$ cat src/rtl/alu_share_ctrl.sv
// alu_share_ctrl
// Shares one external combinational 4-bit ALU between two requesters.
// The winning request's op and operands are latched onto the ALU inputs and
// held for SETTLE_CYCLES cycles. The ALU result is then captured and returned
// to the owner as a one-cycle response pulse.
//
// Ports
//   clk, rst                     : clock (rising edge), synchronous active-high reset
//   reqN_valid / reqN_ready      : request handshake, N = 0, 1 (ready is combinational)
//   reqN_op / reqN_a / reqN_b    : 3-bit op select and 4-bit operands of requester N
//   alu_s / alu_a / alu_b        : registered drive to the external ALU
//   alu_out                      : 8-bit ALU result
//   rsp0_valid / rsp1_valid      : one-cycle pulse telling which requester owns rsp_data
//   rsp_data                     : captured ALU result, held until the next capture
//   busy                         : high whenever an operation is in flight
module alu_share_ctrl #(
    parameter int SETTLE_CYCLES = 1
) (
    input  logic       clk,
    input  logic       rst,
    input  logic       req0_valid,
    output logic       req0_ready,
    input  logic [2:0] req0_op,
    input  logic [3:0] req0_a,
    input  logic [3:0] req0_b,
    input  logic       req1_valid,
    output logic       req1_ready,
    input  logic [2:0] req1_op,
    input  logic [3:0] req1_a,
    input  logic [3:0] req1_b,
    output logic [2:0] alu_s,
    output logic [3:0] alu_a,
    output logic [3:0] alu_b,
    input  logic [7:0] alu_out,
    output logic       rsp0_valid,
    output logic       rsp1_valid,
    output logic [7:0] rsp_data,
    output logic       busy
);

    // A settle time of zero would capture before the operands were ever driven,
    // so it is promoted to one cycle.
    localparam int SETTLE_EFF = (SETTLE_CYCLES < 1) ? 1 : SETTLE_CYCLES;
    localparam int CNT_W      = (SETTLE_EFF > 1) ? $clog2(SETTLE_EFF) : 1;
    localparam logic [CNT_W-1:0] CNT_LAST = CNT_W'(SETTLE_EFF - 1);

    typedef enum logic [1:0] {
        IDLE  = 2'd0,
        ISSUE = 2'd1,
        RESP  = 2'd2
    } state_t;

    state_t           state;
    state_t           state_nxt;
    logic [CNT_W-1:0] cnt;
    logic             owner;       // 0: requester 0, 1: requester 1
    logic             last_grant;  // reset to 1 so requester 0 wins the first tie
    logic             grant0;
    logic             grant1;
    logic             capture;

    // Round-robin: a lone requester always wins; on a tie the requester that
    // was not served last wins.
    assign grant0 = req0_valid & (~req1_valid | last_grant);
    assign grant1 = req1_valid & (~req0_valid | ~last_grant);

    assign busy = (state != IDLE);

    always_ff @(posedge clk) begin
        if (rst) begin
            state <= IDLE;
        end else begin
            state <= state_nxt;
        end
    end

    always_comb begin
        state_nxt  = state;
        req0_ready = 1'b0;
        req1_ready = 1'b0;
        capture    = 1'b0;
        case (state)
            IDLE: begin
                // grant0 and grant1 are mutually exclusive, so at most one ready.
                req0_ready = grant0;
                req1_ready = grant1;
                if (grant0 | grant1) begin
                    state_nxt = ISSUE;
                end
            end
            ISSUE: begin
                if (cnt == CNT_LAST) begin
                    capture   = 1'b1;
                    state_nxt = RESP;
                end
            end
            RESP: begin
                state_nxt = IDLE;
            end
            default: begin
                state_nxt = IDLE;
            end
        endcase
    end

    always_ff @(posedge clk) begin
        if (rst) begin
            alu_s      <= 3'd0;
            alu_a      <= 4'd0;
            alu_b      <= 4'd0;
            owner      <= 1'b0;
            last_grant <= 1'b1;
            cnt        <= '0;
            rsp_data   <= 8'd0;
            rsp0_valid <= 1'b0;
            rsp1_valid <= 1'b0;
        end else begin
            // Ready is only ever high in IDLE, so ready alone marks the handshake.
            if (req0_ready) begin
                alu_s      <= req0_op;
                alu_a      <= req0_a;
                alu_b      <= req0_b;
                owner      <= 1'b0;
                last_grant <= 1'b0;
                cnt        <= '0;
            end else if (req1_ready) begin
                alu_s      <= req1_op;
                alu_a      <= req1_a;
                alu_b      <= req1_b;
                owner      <= 1'b1;
                last_grant <= 1'b1;
                cnt        <= '0;
            end else if (state == ISSUE) begin
                cnt <= cnt + 1'b1;
            end

            if (capture) begin
                rsp_data <= alu_out;
            end
            // Capture only happens on the last ISSUE edge, so each pulse lands
            // in the single RESP cycle.
            rsp0_valid <= capture & ~owner;
            rsp1_valid <= capture & owner;
        end
    end

endmodule
$ cat config.mk
export PLATFORM = sky130hd
export DESIGN_NAME = alu_share_ctrl
export DESIGN_NICKNAME = d
export VERILOG_FILES = /design/src/rtl/alu_share_ctrl.sv
export SDC_FILE = /design/constraint.sdc
export NUM_CORES = 1
export LEC_CHECK = 0
export CORE_ASPECT_RATIO = 1.4
export CORE_UTILIZATION = 40
export CTS_BUF_LIST = sky130_fd_sc_hd__clkbuf_2 sky130_fd_sc_hd__clkbuf_4 sky130_fd_sc_hd__clkbuf_8
export CTS_CLUSTER_SIZE = 12
export DETAILED_ROUTE_END_ITERATION = 10
export DONT_BUFFER_PORTS = 1
export GPL_ROUTABILITY_DRIVEN = 0
export PLACE_DENSITY = 0.55
export RECOVER_POWER = 50
export SYNTH_ARGS = -nofsm -noshare
export SYNTH_HDL_FRONTEND = slang
export SYNTH_SLANG_ARGS = --single-unit
$ cat constraint.sdc
create_clock -name clk -period 3.01 [get_ports clk]
set_clock_uncertainty 0.1 [all_clocks]
set_input_delay 0.7525 -clock clk [delete_from_list [all_inputs] [get_ports clk]]
set_output_delay 0.7525 -clock clk [all_outputs]
set_load 0.1 [all_outputs]
Figure 1. Metal 2 (run 1).
Cells faint in the background.
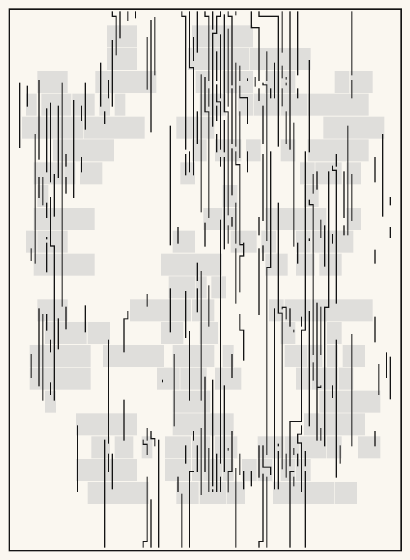
wire length on this layer = 1,360 um
main direction = vertical
nets with wire on the layer = 136
share of all routed wire = 53%
longest straight run = 28.9 um

Figure 2. Nets reached from selected ports (run 1).
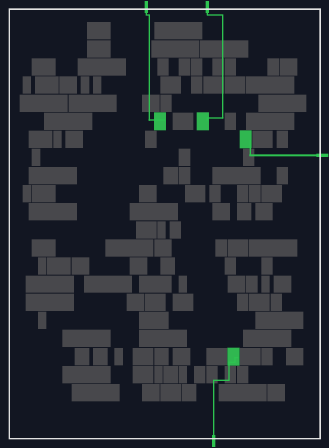
`req1_a` -> green  # bits 4, direction input, edge 2 north, 1 east, 1 south, end cells 4, buffers 0, wire 67.6 um

Figure 3. Placed cells, one color a class (run 1).
Fill, decap, tap and diode cells in gray.
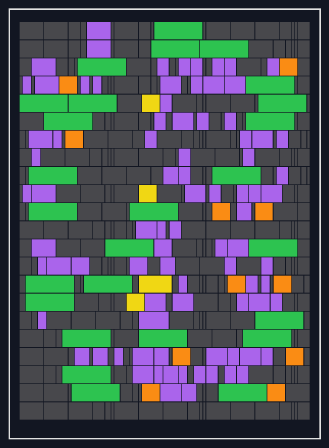
flops -> green  # cells 26
combinational and other logic -> purple  # cells 85
other buffers and delay cells -> orange  # cells 11
clock drivers and dummy loads -> yellow  # cells 4

==> run summary, run 1 <==
Flow results.

- The run finished with clean final reports.
- The top cell family by delay on the critical path is simple AND/OR/NAND/NOR gates.
- The number of cells on the worst reg-to-reg path is 3.
- For this run, global-route usage on met3 was measured as 0.0198.
- The antenna violation net count after detailed routing is 0.
- The synthesis report gives the async set-or-reset register share as 0.
- The number of endpoints with negative hold slack in the final report is 0.
- The placeable core region is about 0.0026 mm2.
- According to the CTS report, the clock sink count is 26.
- The number of antenna violations at the first check in global routing came to 0.
- The routed metal-1 wire length is approximately 1.0 mm.
- The most common logic cell in the final layout is sky130_fd_sc_hd__dfxtp_1.
- The compound-gate portion of the synthesized area is 0.213.
- The worst path meets setup with ~0.42 ns of slack.
- In the log, the iteration count for the first detailed-route pass is 4.
- Timing would allow up to 0.387 GHz.
- The share of the core area taken by cells at floorplan is 0.424.
- The total power draw is ~0.00095 W.
- The registers reported with the highest flop counts are rsp_data x8, alu_a x4, alu_b x4.
- The power group with the highest consumption is registers.
- The post-synth count of flops with an enable pin is 0.
- The number of gates resized after cts is 0.
- The reported combinational group power is between 0.0002 and 0.00025 W.
- 58 I/O pins were placed.
- The dominant synthesized flop cell is sky130_fd_sc_hd__dfxtp_1.
- Setup repair after global routing left no endpoint under its margin.
- For this run, the total global-route usage over all layers was measured as 0.178.
- The count of clock buffers in the final design is 4.
- Traced cell by cell, the critical path runs through or3b_1, nor2_2, buf_4.
- The highest-delay cell along the critical path is sky130_fd_sc_hd__or3b_1.
- The largest fanout on the critical path is 14.
- The number of filler cells placed in the layout is between 200 and 300.
- The buffering overhead is 0.0676.
- After synthesis the netlist holds a flip-flop and latch count of 26.
- Registers represent a cell area share of 0.426.
- In the finished design, the share of the clock period the worst path needs comes to 0.859.
- The worst-skew pair later-pin latency is about 0.32 ns.
- The cell count of the worst hold path is 1.
- For this block, the via count after detailed routing is 940.
- The number of maximum-capacitance violations is 0.
- The worst flop-to-flop path startpoint is state[0]$_SDFFE_PP0P_.
- In this run, the synthesized area fraction spent on xor and xnor cells is recorded as 0.00789.
- The proportion of total power due to net switching is 0.454.
- The critical path runs through a total of 3 cells.
- Summed over all sequential cells, the power is ~0.00056 W.
- Of all the cell area in the finished design, the clock network holds 0.0297.
- In this design, the stage delay of the slowest critical-path cell is between 0.5 and 0.6 ns.
==> run 2, diff against run 1 <==
Settings changed: ABC_CLOCK_PERIOD_IN_PS set to 3010.
==> run 2 against run 1 <==
Compared with the run above: clock power hardly changed; design area stayed put; largest cell class unchanged; synthesized cell count stayed put; sequential share of layout area stayed put; critical path depth stayed put; critical path type unchanged.
==> run summary, run 2 <==
Flow results.

- Overall power consumption after layout is estimated at approximately 0.00095 W.
- Clock latency on the worst-skew pair, taken at its later pin, is about 0.32 ns.
- The flow reports power dissipated in sequential cells as around 0.00056 W.
- The fraction of cell area in sequential cells is reported as 0.426.
- The registers reported with the highest flop counts are rsp_data x8, alu_a x4, alu_b x4.
- The cell-mix breakdown from Yosys lists the compound-gate area share as 0.213.
- The highest achievable clock rate is between 0.3 and 0.4 GHz.
- The dominant synthesized flop cell is sky130_fd_sc_hd__dfxtp_1.
- Switching power as a fraction of the total was reported as 0.454.
- The tool flagged a number of max-cap violations equal to 0.
- Per the synth stats, the proportion of register bits with asynchronous set or reset is 0.
- The number of antenna violations at the first check in global routing is 0.
- The layout report lists the clock-cell share of area as 0.0297.
- For this run, the detailed router's first-pass iteration total came to 4.
- The startpoint identified for the worst register-to-register timing path is state[0]$_SDFFE_PP0P_.
- The critical path maximum fanout is 14.
- The arrival time reported for the critical path endpoint is approximately 1.7 ns.
- The total power density per cell area is between 700 and 800 mW/mm2.
- The number of cells on the worst hold path is listed as 1.
- In the per-layer breakdown of the detailed-route log, met1 shows 1.02 mm.
- The total area inside the core boundary comes to around 0.0026 mm2.
- The run finished with clean final reports.
- The final cycle utilization of the critical path is 0.859.
- The number of gates resized after cts is 0.
- The most instantiated library cell after synthesis is sky130_fd_sc_hd__dfxtp_1.
- The effective utilization at floorplan is 0.424.
- The tree built by TritonCTS fans out to 26 sinks.
- Of the total synthesized cell area, the portion taken by full adders, half adders and majority gates is 0.
- The overall track demand over capacity in global routing is 0.178.
- After filler insertion, the fill cell instance count of the layout stands at around 270.
- The post-synth count of flops with an enable pin is 0.
- The setup slack after layout is between 0.4 and 0.5 ns.
- The critical path crosses 3 cells after its start point.
- By instance count after routing, the leading logic cell type is sky130_fd_sc_hd__dfxtp_1.
- The count of clock buffers in the final design is 4.
- The I/O pin count is around 58.
- The largest single stage delay on the critical path is 0.53 ns.
- Once synthesis finished, the tally of register bits stood at 26.
- Per STA, the worst path is made up of or3b_1, nor2_2, buf_4.
- The antenna violation net count after detailed routing is 0.
Figure 4. Metal 2 (run 2).
Cells faint in the background.
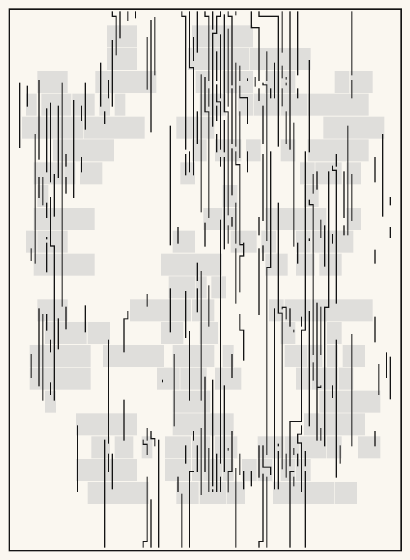
met2 capacity usage during global routing: 0.325
vias after detailed routing: 940

==> run 3, diff against run 2 <==
Settings changed: CTS_BUF_LIST sky130_fd_sc_hd__clkbuf_2 sky130_fd_sc_hd__clkbuf_4 sky130_fd_sc_hd__clkbuf_8 to sky130_fd_sc_hd__clkbuf_8, SKIP_LAST_GASP set to 1.
==> run 3 against run 2 <==
Compared with the run above: worst hold slack worse by 0.0056 ns; routed wire length decreased by 0.58%; critical path depth did not move; utilization is 0.14 points higher.
==> run summary, run 3 <==
Flow results.

- The post-synth tally of flip-flops with integrated enable is 0.
- The total of flip-flops plus latches after synthesis is 26.
- The cell family contributing the most delay on the critical path is simple AND/OR/NAND/NOR gates.
- The number of antenna violations at the first check in global routing came to 0.
- The adder and majority gate portion of the synthesized area is 0.
- The setup slack after layout is between 0.4 and 0.5 ns.
- The fraction of standard cell area that is sequential is 0.425.
- The worst-skew pair later-pin latency is about 0.26 ns.
- The critical path crosses 3 cells after its start point.
- Pin placement for this block handled 58 I/O pins.
- The clock distribution area overhead in the final layout is 0.0449.
- In the final routing, the length of wire on met1 measures 1.01 mm.
- The flow ran to the end, and the final reports show no timing, DRC or antenna violations.
- Per STA, the worst path is made up of or3b_1, nor2_2, buf_4.
- The data arrival time reported for the critical path is ~1.7 ns.
- For this run, the total global-route usage over all layers was measured as 0.178.
- The last timing report of the flow puts the setup violation total at 0.
- The most used logic cell in the final layout is sky130_fd_sc_hd__dfxtp_1.
- Max fanout on the critical path was recorded as 14.
- Counting the clock-network buffers in the layout gives 4.
- The number of filler cells placed in the layout is between 200 and 300.
- The layout report lists the multi-input gate area as 533 um2.
- The report lists the power per cell area as 813 mW/mm2.
- In the finished design, the share of the clock period the worst path needs comes to 0.862.
- In this design, the stage delay of the slowest critical-path cell is ~0.53 ns.
- Post-synth the commonest register cell is sky130_fd_sc_hd__dfxtp_1.
- Setup repair after global routing left no endpoint under its margin.
- The design draws around 0.001 W.
- In the post-synthesis netlist, the cell with the most instances is sky130_fd_sc_hd__dfxtp_1.
- The power report attributes to the combinational group a share of 0.211.
- For the worst flop-to-flop path, the logic depth is 3.
- The proportion of total power due to net switching is 0.440.
- Timing would allow up to just under 0.4 GHz.
- The placeable core region is between 0.002 and 0.003 mm2.
- The antenna violation net count after detailed routing is 0.
- The largest registers in the layout are rsp_data x8, alu_a x4, alu_b x4.
- The highest-delay cell along the critical path is sky130_fd_sc_hd__or3b_1.
- The buffering overhead is 0.0552.
- The worst flop-to-flop path startpoint is state[0]$_SDFFE_PP0P_.
- In this run, post-CTS repair resized a total of 0 instances.
- The compound-gate portion of the synthesized area is 0.213.
- In the final report, the number of hold violations comes to 0.
Figure 5. Metal 2 (run 3).
Cells faint in the background.
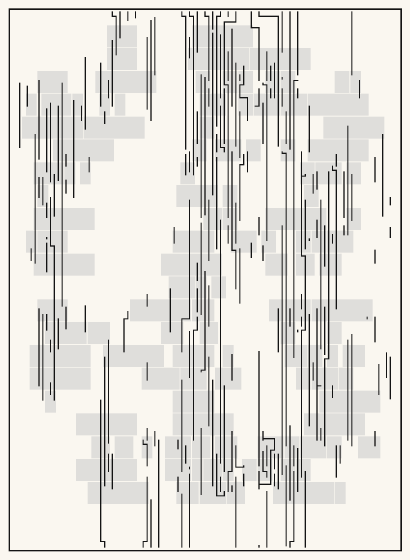
final routed wirelength across all metal layers: 2.58 mm
vias after detailed routing: 924
met2 capacity usage during global routing: 0.332

Power figures rest on the tool's default switching activity, not on a simulated workload.
